<file path="src/rtl/hazard_detection_unit_pkg.sv">
// Shared pipeline definitions: register-index width, hazard FSM encoding, NOP encoding.
package hazard_detection_unit_pkg;

    localparam int REG_W = 3;

    typedef enum logic {
        S_RUN      = 1'b0,
        S_MEM_WAIT = 1'b1
    } state_t;

    // Instruction word loaded into ID/EX when a bubble is inserted.
    localparam logic [15:0] NOP_INSTR = 16'h0000;

endpackage

</file>
<file path="src/rtl/hazard_detection_unit_compare.sv">
// Load-use detector: flags a decode source that reads the destination of a load sitting in ID/EX.
// Latency: combinational. Backpressure: none, pure function of its inputs.
module hazard_compare #(
    parameter int REG_W = 3
) (
    input  logic [REG_W-1:0] rs_id,
    input  logic [REG_W-1:0] rt_id,
    input  logic             rs_used,
    input  logic             rt_used,
    input  logic [REG_W-1:0] rd_idex,
    input  logic             mem_read_idex,
    input  logic             write_back_idex,
    output logic             load_use
);

    // Register 0 is an ordinary register here, so every index is compared.
    assign load_use = mem_read_idex & write_back_idex
                    & ((rs_used & (rs_id == rd_idex)) | (rt_used & (rt_id == rd_idex)));

endmodule

</file>
<file path="src/rtl/hazard_detection_unit.sv">
// Stall/bubble/flush control for hazards forwarding cannot cover: load-use, multi-cycle MEM, taken branch.
// Latency: controls combinational from inputs and state. Backpressure: it is the pipeline's stall source.
module hazard_detection_unit
    import hazard_detection_unit_pkg::*;
#(
    parameter int REG_W      = hazard_detection_unit_pkg::REG_W,
    parameter int MEM_CYCLES = 2,
    parameter int CNT_W      = 16
) (
    input  logic             clk,
    input  logic             rst,
    input  logic [REG_W-1:0] i_rs_id,
    input  logic [REG_W-1:0] i_rt_id,
    input  logic             i_rs_used,
    input  logic             i_rt_used,
    input  logic [REG_W-1:0] i_rd_idex,
    input  logic             i_mem_read_idex,
    input  logic             i_write_back_idex,
    input  logic             i_mem_multi_start,
    input  logic             i_branch_taken,
    output logic             o_stall_pc,
    output logic             o_stall_ifid,
    output logic             o_bubble_idex,
    output logic             o_stall_back,
    output logic             o_flush_ifid,
    output logic             o_flush_idex,
    output logic             o_busy,
    output logic [CNT_W-1:0] o_bubble_cnt
);

    localparam int WAIT_W = $clog2(MEM_CYCLES);

    state_t            state, state_nxt;
    logic [WAIT_W-1:0] wait_cnt, wait_cnt_nxt;
    logic              load_use;

    hazard_compare #(.REG_W(REG_W)) u_compare (
        .rs_id           (i_rs_id),
        .rt_id           (i_rt_id),
        .rs_used         (i_rs_used),
        .rt_used         (i_rt_used),
        .rd_idex         (i_rd_idex),
        .mem_read_idex   (i_mem_read_idex),
        .write_back_idex (i_write_back_idex),
        .load_use        (load_use)
    );

    always_ff @(posedge clk) begin
        if (rst) begin
            state    <= S_RUN;
            wait_cnt <= '0;
        end else begin
            state    <= state_nxt;
            wait_cnt <= wait_cnt_nxt;
        end
    end

    always_comb begin
        state_nxt     = state;
        wait_cnt_nxt  = wait_cnt;
        o_stall_pc    = 1'b0;
        o_stall_ifid  = 1'b0;
        o_bubble_idex = 1'b0;
        o_stall_back  = 1'b0;
        o_flush_ifid  = 1'b0;
        o_flush_idex  = 1'b0;
        o_busy        = 1'b0;
        if (!rst) begin
            case (state)
                S_RUN: begin
                    if (i_mem_multi_start) begin
                        o_stall_pc   = 1'b1;
                        o_stall_ifid = 1'b1;
                        o_stall_back = 1'b1;
                        state_nxt    = S_MEM_WAIT;
                        wait_cnt_nxt = WAIT_W'(MEM_CYCLES - 2);
                    end else if (i_branch_taken) begin
                        o_flush_ifid = 1'b1;
                        o_flush_idex = 1'b1;
                    end else if (load_use) begin
                        o_stall_pc    = 1'b1;
                        o_stall_ifid  = 1'b1;
                        o_bubble_idex = 1'b1;
                    end
                end
                S_MEM_WAIT: begin
                    o_stall_pc   = 1'b1;
                    o_stall_ifid = 1'b1;
                    o_stall_back = 1'b1;
                    o_busy       = 1'b1;
                    // The start cycle already froze the pipe, so release one count early:
                    // the whole freeze then spans MEM_CYCLES-1 cycles including the start.
                    if (wait_cnt <= WAIT_W'(1)) begin
                        state_nxt = S_RUN;
                    end else begin
                        wait_cnt_nxt = wait_cnt - WAIT_W'(1);
                    end
                end
                default: state_nxt = S_RUN;
            endcase
        end
    end

    always_ff @(posedge clk) begin
        if (rst) begin
            o_bubble_cnt <= '0;
        end else if (o_stall_pc && (o_bubble_cnt != '1)) begin
            o_bubble_cnt <= o_bubble_cnt + CNT_W'(1);
        end
    end

endmodule

</file>
<file path="config.mk">
export PLATFORM = sky130hd
export DESIGN_NAME = hazard_detection_unit
export DESIGN_NICKNAME = d
export VERILOG_FILES = /design/src/rtl/hazard_detection_unit_pkg.sv /design/src/rtl/hazard_detection_unit_compare.sv /design/src/rtl/hazard_detection_unit.sv
export SDC_FILE = /design/constraint.sdc
export NUM_CORES = 1
export LEC_CHECK = 0
export CAP_MARGIN = 20
export CORE_MARGIN = 2
export CORE_UTILIZATION = 42
export DETAILED_ROUTE_END_ITERATION = 10
export MAX_ROUTING_LAYER = met4
export PLACE_DENSITY = 0.78
export SETUP_SLACK_MARGIN = 0.2
export SLEW_MARGIN = 40
export SYNTH_ARGS = -nofsm -noshare
export SYNTH_HDL_FRONTEND = slang
export SYNTH_SLANG_ARGS = --single-unit
</file>
<file path="constraint.sdc">
create_clock -name clk -period 2.9 [get_ports clk]
set_clock_uncertainty 0.05 [all_clocks]
set_input_delay 0.29 -clock clk [delete_from_list [all_inputs] [get_ports clk]]
set_output_delay 0.29 -clock clk [all_outputs]
set_load 0.1 [all_outputs]
</file>
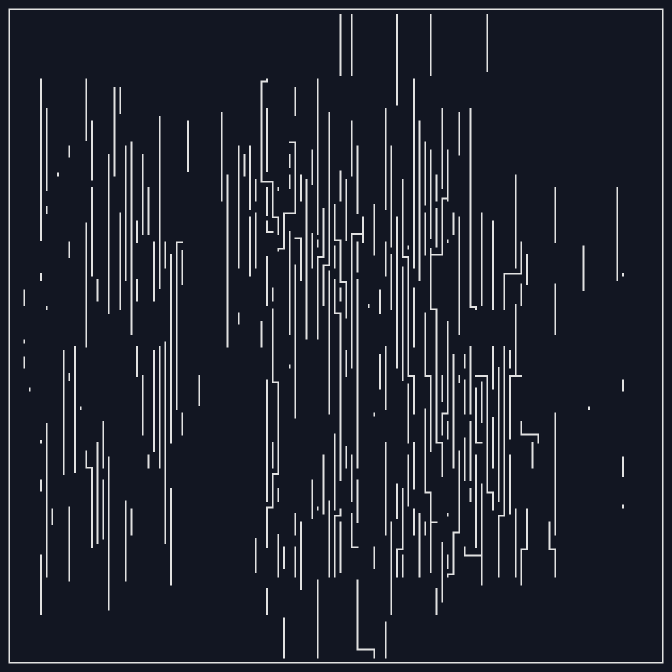
Run 1: the metal 2 layer
main direction: vertical
nets with wire on the layer: 157
longest straight run: 16.3 µm
wire length on this layer: 1260 µm
share of all routed wire: 49%
DRT Wirelength: 2.55 mm
DR vias: 1095
grt met2 use: 0.360

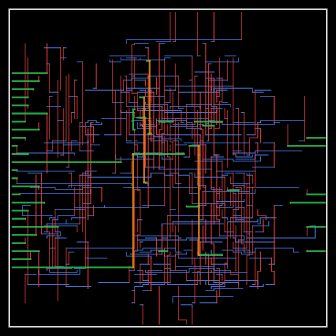
Run 1: metal layers overlaid
[red] M2 | wire length: 1260 µm
[blue] M1 | wire length: 1060 µm
[orange] M4 | wire length: 63.9 µm
[green] M3 | wire length: 171 µm
routed len/inst: 13.8 µm
gr usage total: 0.215

==> changes_impl.md, run 1 <==
### Metrics

* Internal at 340 µW
* Main logic family: simple AND/OR/NAND/NOR gates
* Ys async rst share at 0
* Die X at 53.1 µm
* Cycle use final at 0.758
* Critical path launch point: o_bubble_cnt[0]$_SDFFE_PP0P_
* YS chip area at 0.00101 mm²
* Seq pwr at between 200 and 250 µW
* HP Class: reg2reg
* Global-route wire length before repair at 4.37 mm
* Gpl congestion at between 0.7 and 0.8
* CTS tree: yes
* Outcome: finished, final reports clean
* Max Cap Violations at 0
* Routed wire length on met2 at 1.26 mm
* Max Transition Viols Final at 0
* Area Overhead vs Synth at 42.5%
* Buffers plus inverters on the worst setup path at 0
* Worst-path clk slew at 0.11 ns
* Logic inverters at 1
* Top sig layer: met4
* Ys flop type: dfxtp_1
* CP startpoint kind: flip-flop
* Via density at 5.92
* Die height at 53.1 µm
* Most common cell after layout, fill and taps aside: buf_4
* Clock insertion delay at the later pin of the skew report at around 0.30 ns
* Simple Share, Synth at 0.355
* I/O pins at around 40
* Cell at the slowest stage of the critical path: or4_1
* Critical path's top delay family: simple AND/OR/NAND/NOR gates
* Worst reg2reg endpoint: o_bubble_cnt[15]$_SDFFE_PP0P_
* Crit path max fanout at 9
* Placed cell area at 0.00142 mm²
* Repair and plain buffers at 40
* Final instance area at 0.00144 mm²
* Metal3 WL at 170 µm
* Vias in the first global route at 1003
* Global route overflow at 0
* Peak VDD IR at 260 µV
* Top-area cell share at 0.336
* Netlist cell types at 29
* Port buffer count at 39
* Design Power at 523 µW
* Non-clock buffer share at 0.279
* Syn Area/Cell at between 8 and 9 µm²
* Seq area share at 0.236
* Met1 Use GR at 0.251
* Final hold viol count at 0
* Fin cells at 185
* MI comb area at 633 µm²
* Hold Buf Count CTS at 0
* Met3 Usage GRT at 0.0452
* Initial antenna violation count at 0
* Post-synth area hogs: dfxtp_1 34%, or4_1 7.4%, o31ai_1 6.7%, a21oi_1 6.4%, xnor2_1 5.2%
* CP peak stage delay at around 0.65 ns
* P per Cell Area at 363 mW/mm²
* Cell type with the largest total area: dfxtp_1
* Max reg flops at 16
* Yosys aoi share at 0.146
* Syn Nets at 141
* Post-cts resize count at 0
* Synth cell count leaders: 17 x dfxtp_1, 13 x a21oi_1, 10 x or4_1, 9 x nor2_1, 9 x o31ai_1
* Final-layout clock buffer total at 3
* Top Registers: o_bubble_cnt x16, state x1
* Worst Reg-to-Reg Cells at 6
* CP arrival at between 2 and 2.5 ns
* Root buffer cell: clkbuf_4
* Top reg by flops: o_bubble_cnt
* Post-CTS Setup Bufs at 0
* Slew Limit Headroom at 0.497
* Comb gates at 95
* DRC at 0
* Hold depth at 2
* Most numerous logic cells after layout: 19 x buf_4, 17 x dfxtp_1, 16 x clkdlybuf4s50_1
* Setup TNS at 0 ns
* Placed Cells at 181
* Layout cells sized above 1 at 0.255
* Num CTS Buffers at 3
* Final WS setup at 0.702 ns
* Register area at approximately 340 µm²
* Worst Path Required at 3.05 ns
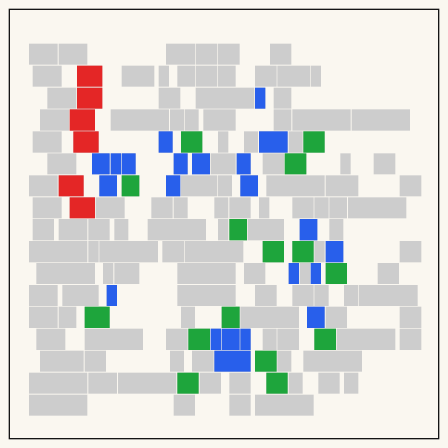
Run 1: selected gate families
[green] and/or cells | cells: 15 | most used: or4_1
[red] xor and xnor cells | cells: 6 | most used: xnor2_1
[blue] nand cells | cells: 22 | most used: nand4_1

Run 1, cell density map:
11 x 11 tiles, from white (low) to dark blue (high), 0 to 100% covered.
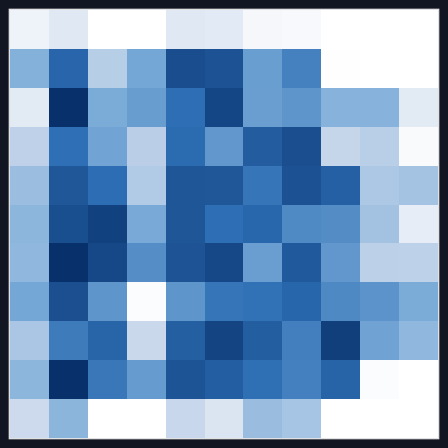

==> run 2, diff against run 1 <==
--- a/config.mk
+++ b/config.mk
@@ -7,10 +7,10 @@
 export LEC_CHECK = 0
 export CAP_MARGIN = 20
 export CORE_MARGIN = 2
-export CORE_UTILIZATION = 42
+export CORE_UTILIZATION = 38
 export DETAILED_ROUTE_END_ITERATION = 10
 export MAX_ROUTING_LAYER = met4
-export PLACE_DENSITY = 0.78
+export PLACE_DENSITY = 0.74
 export SETUP_SLACK_MARGIN = 0.2
 export SLEW_MARGIN = 40
 export SYNTH_ARGS = -nofsm -noshare
==> constraint.sdc (replaced) <==
create_clock -name clk -period 1.85 [get_ports clk]
set_clock_uncertainty 0.05 [all_clocks]
set_input_delay 0.185 -clock clk [delete_from_list [all_inputs] [get_ports clk]]
set_output_delay 0.185 -clock clk [all_outputs]
set_load 0.1 [all_outputs]
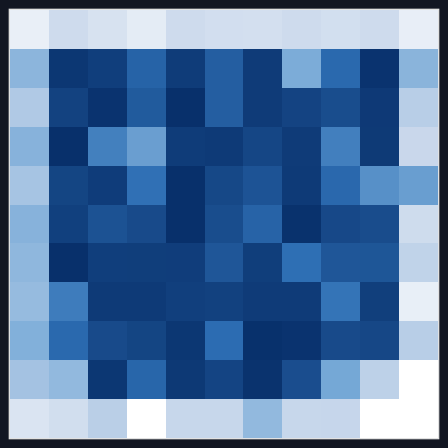
Run 2: cell density map
11 x 11 tiles, from white (low) to dark blue (high), 0 to 100% covered.
fullest tile: 100%
densest ninth of the die: center
mean over tiles: 67%
emptiest ninth of the die: lower right
placeable core region: 0.00250 mm²
fp_density: 0.405

==> changes_impl.md, run 2 <==
### Metrics

* Top Registers: o_bubble_cnt x16, state x1
* DRC at 0
* Seq area share at 0.191
* Comb gates at ~96
* HP Class: in2reg
* Internal at 569 µW
* Clock insertion delay at the later pin of the skew report at 0.31 ns
* Worst Path Required at 2.06 ns
* Critical path's top delay family: simple AND/OR/NAND/NOR gates
* Most common cell after layout, fill and taps aside: buf_4
* Top reg by flops: o_bubble_cnt
* Max reg flops at 16
* Root buffer cell: clkbuf_4
* Cell at the slowest stage of the critical path: or4_4
* Initial antenna violation count at 0
* Critical path launch point: o_bubble_cnt[1]$_SDFFE_PP0P_
* Ys flop type: dfxtp_1
* Metal3 WL at 168 µm
* Cell type with the largest total area: dfxtp_1
* CP startpoint kind: flip-flop
* Failing checks: negative setup slack
* Met3 Usage GRT at 0.0256
* Max Cap Violations at 0
* Gpl congestion at approximately 0.83
* Setup-failing EPs final at 10
* Max Transition Viols Final at 0
* Syn Nets at 141
* Hold depth at 3
* Post-CTS Setup Bufs at 6
* Area Overhead vs Synth at 107%
* Num CTS Buffers at 3
* Crit path max fanout at 8
* Die height at between 50 and 60 µm
* Global-route wire length before repair at 5.64 mm
* Placed Cells at 215
* Simple Share, Synth at 0.355
* Pre-CTS setup slack at -0.429 ns
* Yosys aoi share at 0.146
* Layout cells sized above 1 at 0.709
* DR vias at 1280
* Logic inverters at 1
* Global route overflow at 0
* YS chip area at 0.00101 mm²
* Final hold viol count at 0
* Cycle use final at 1.06
* Ys async rst share at 0
* Most numerous logic cells after layout: 49 x buf_4, 16 x dfxtp_4, 9 x a21oi_2
* Placed cell area at between 0.0015 and 0.002 mm²
* Grt met2 use at 0.413
* Via density at 5.59
* Repair and plain buffers at ~81
* Slew Limit Headroom at 0.697
* Design Power at 922 µW
* Worst-path clk slew at 0.12 ns
* Netlist cell types at 29
* Hold Buf Count CTS at 0
* Top-area cell share at 0.336
* I/O pins at 40
* Met1 Use GR at 0.281
* Main logic family: simple AND/OR/NAND/NOR gates
* Outcome: finished, violations left
* Worst reg2reg endpoint: o_bubble_cnt[13]$_SDFFE_PP0P_
* Port buffer count at 39
* Routed wire length on met2 at 2.05 mm
* Synth cell count leaders: 17 x dfxtp_1, 13 x a21oi_1, 10 x or4_1, 9 x nor2_1, 9 x o31ai_1
* P per Cell Area at 439 mW/mm²
* Top sig layer: met4
* DRT Wirelength at 3.76 mm
* MI comb area at ~900 µm²
* Worst Reg-to-Reg Cells at 6
* CP arrival at 2.16 ns
* Fin cells at 229
* Post-synth area hogs: dfxtp_1 34%, or4_1 7.4%, o31ai_1 6.7%, a21oi_1 6.4%, xnor2_1 5.2%
* Setup TNS at -0.518 ns
* Non-clock buffer share at 0.352
* Vias in the first global route at about 1300
* Seq pwr at 360 µW
* Routed len/inst at 16.4 µm
* Buffers plus inverters on the worst setup path at 0
* Final WS setup at -0.108 ns
* Peak VDD IR at between 400 and 500 µV
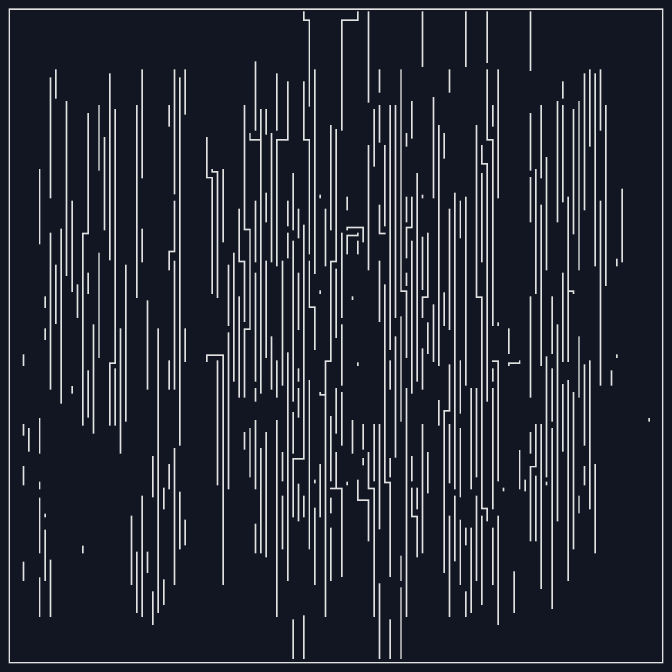
Run 2: the metal 2 layer
nets with wire on the layer: 201
longest straight run: 31.3 µm
share of all routed wire: 54%
wire length on this layer: 2050 µm

No activity file was given, so power comes from the tool's default toggle rates.
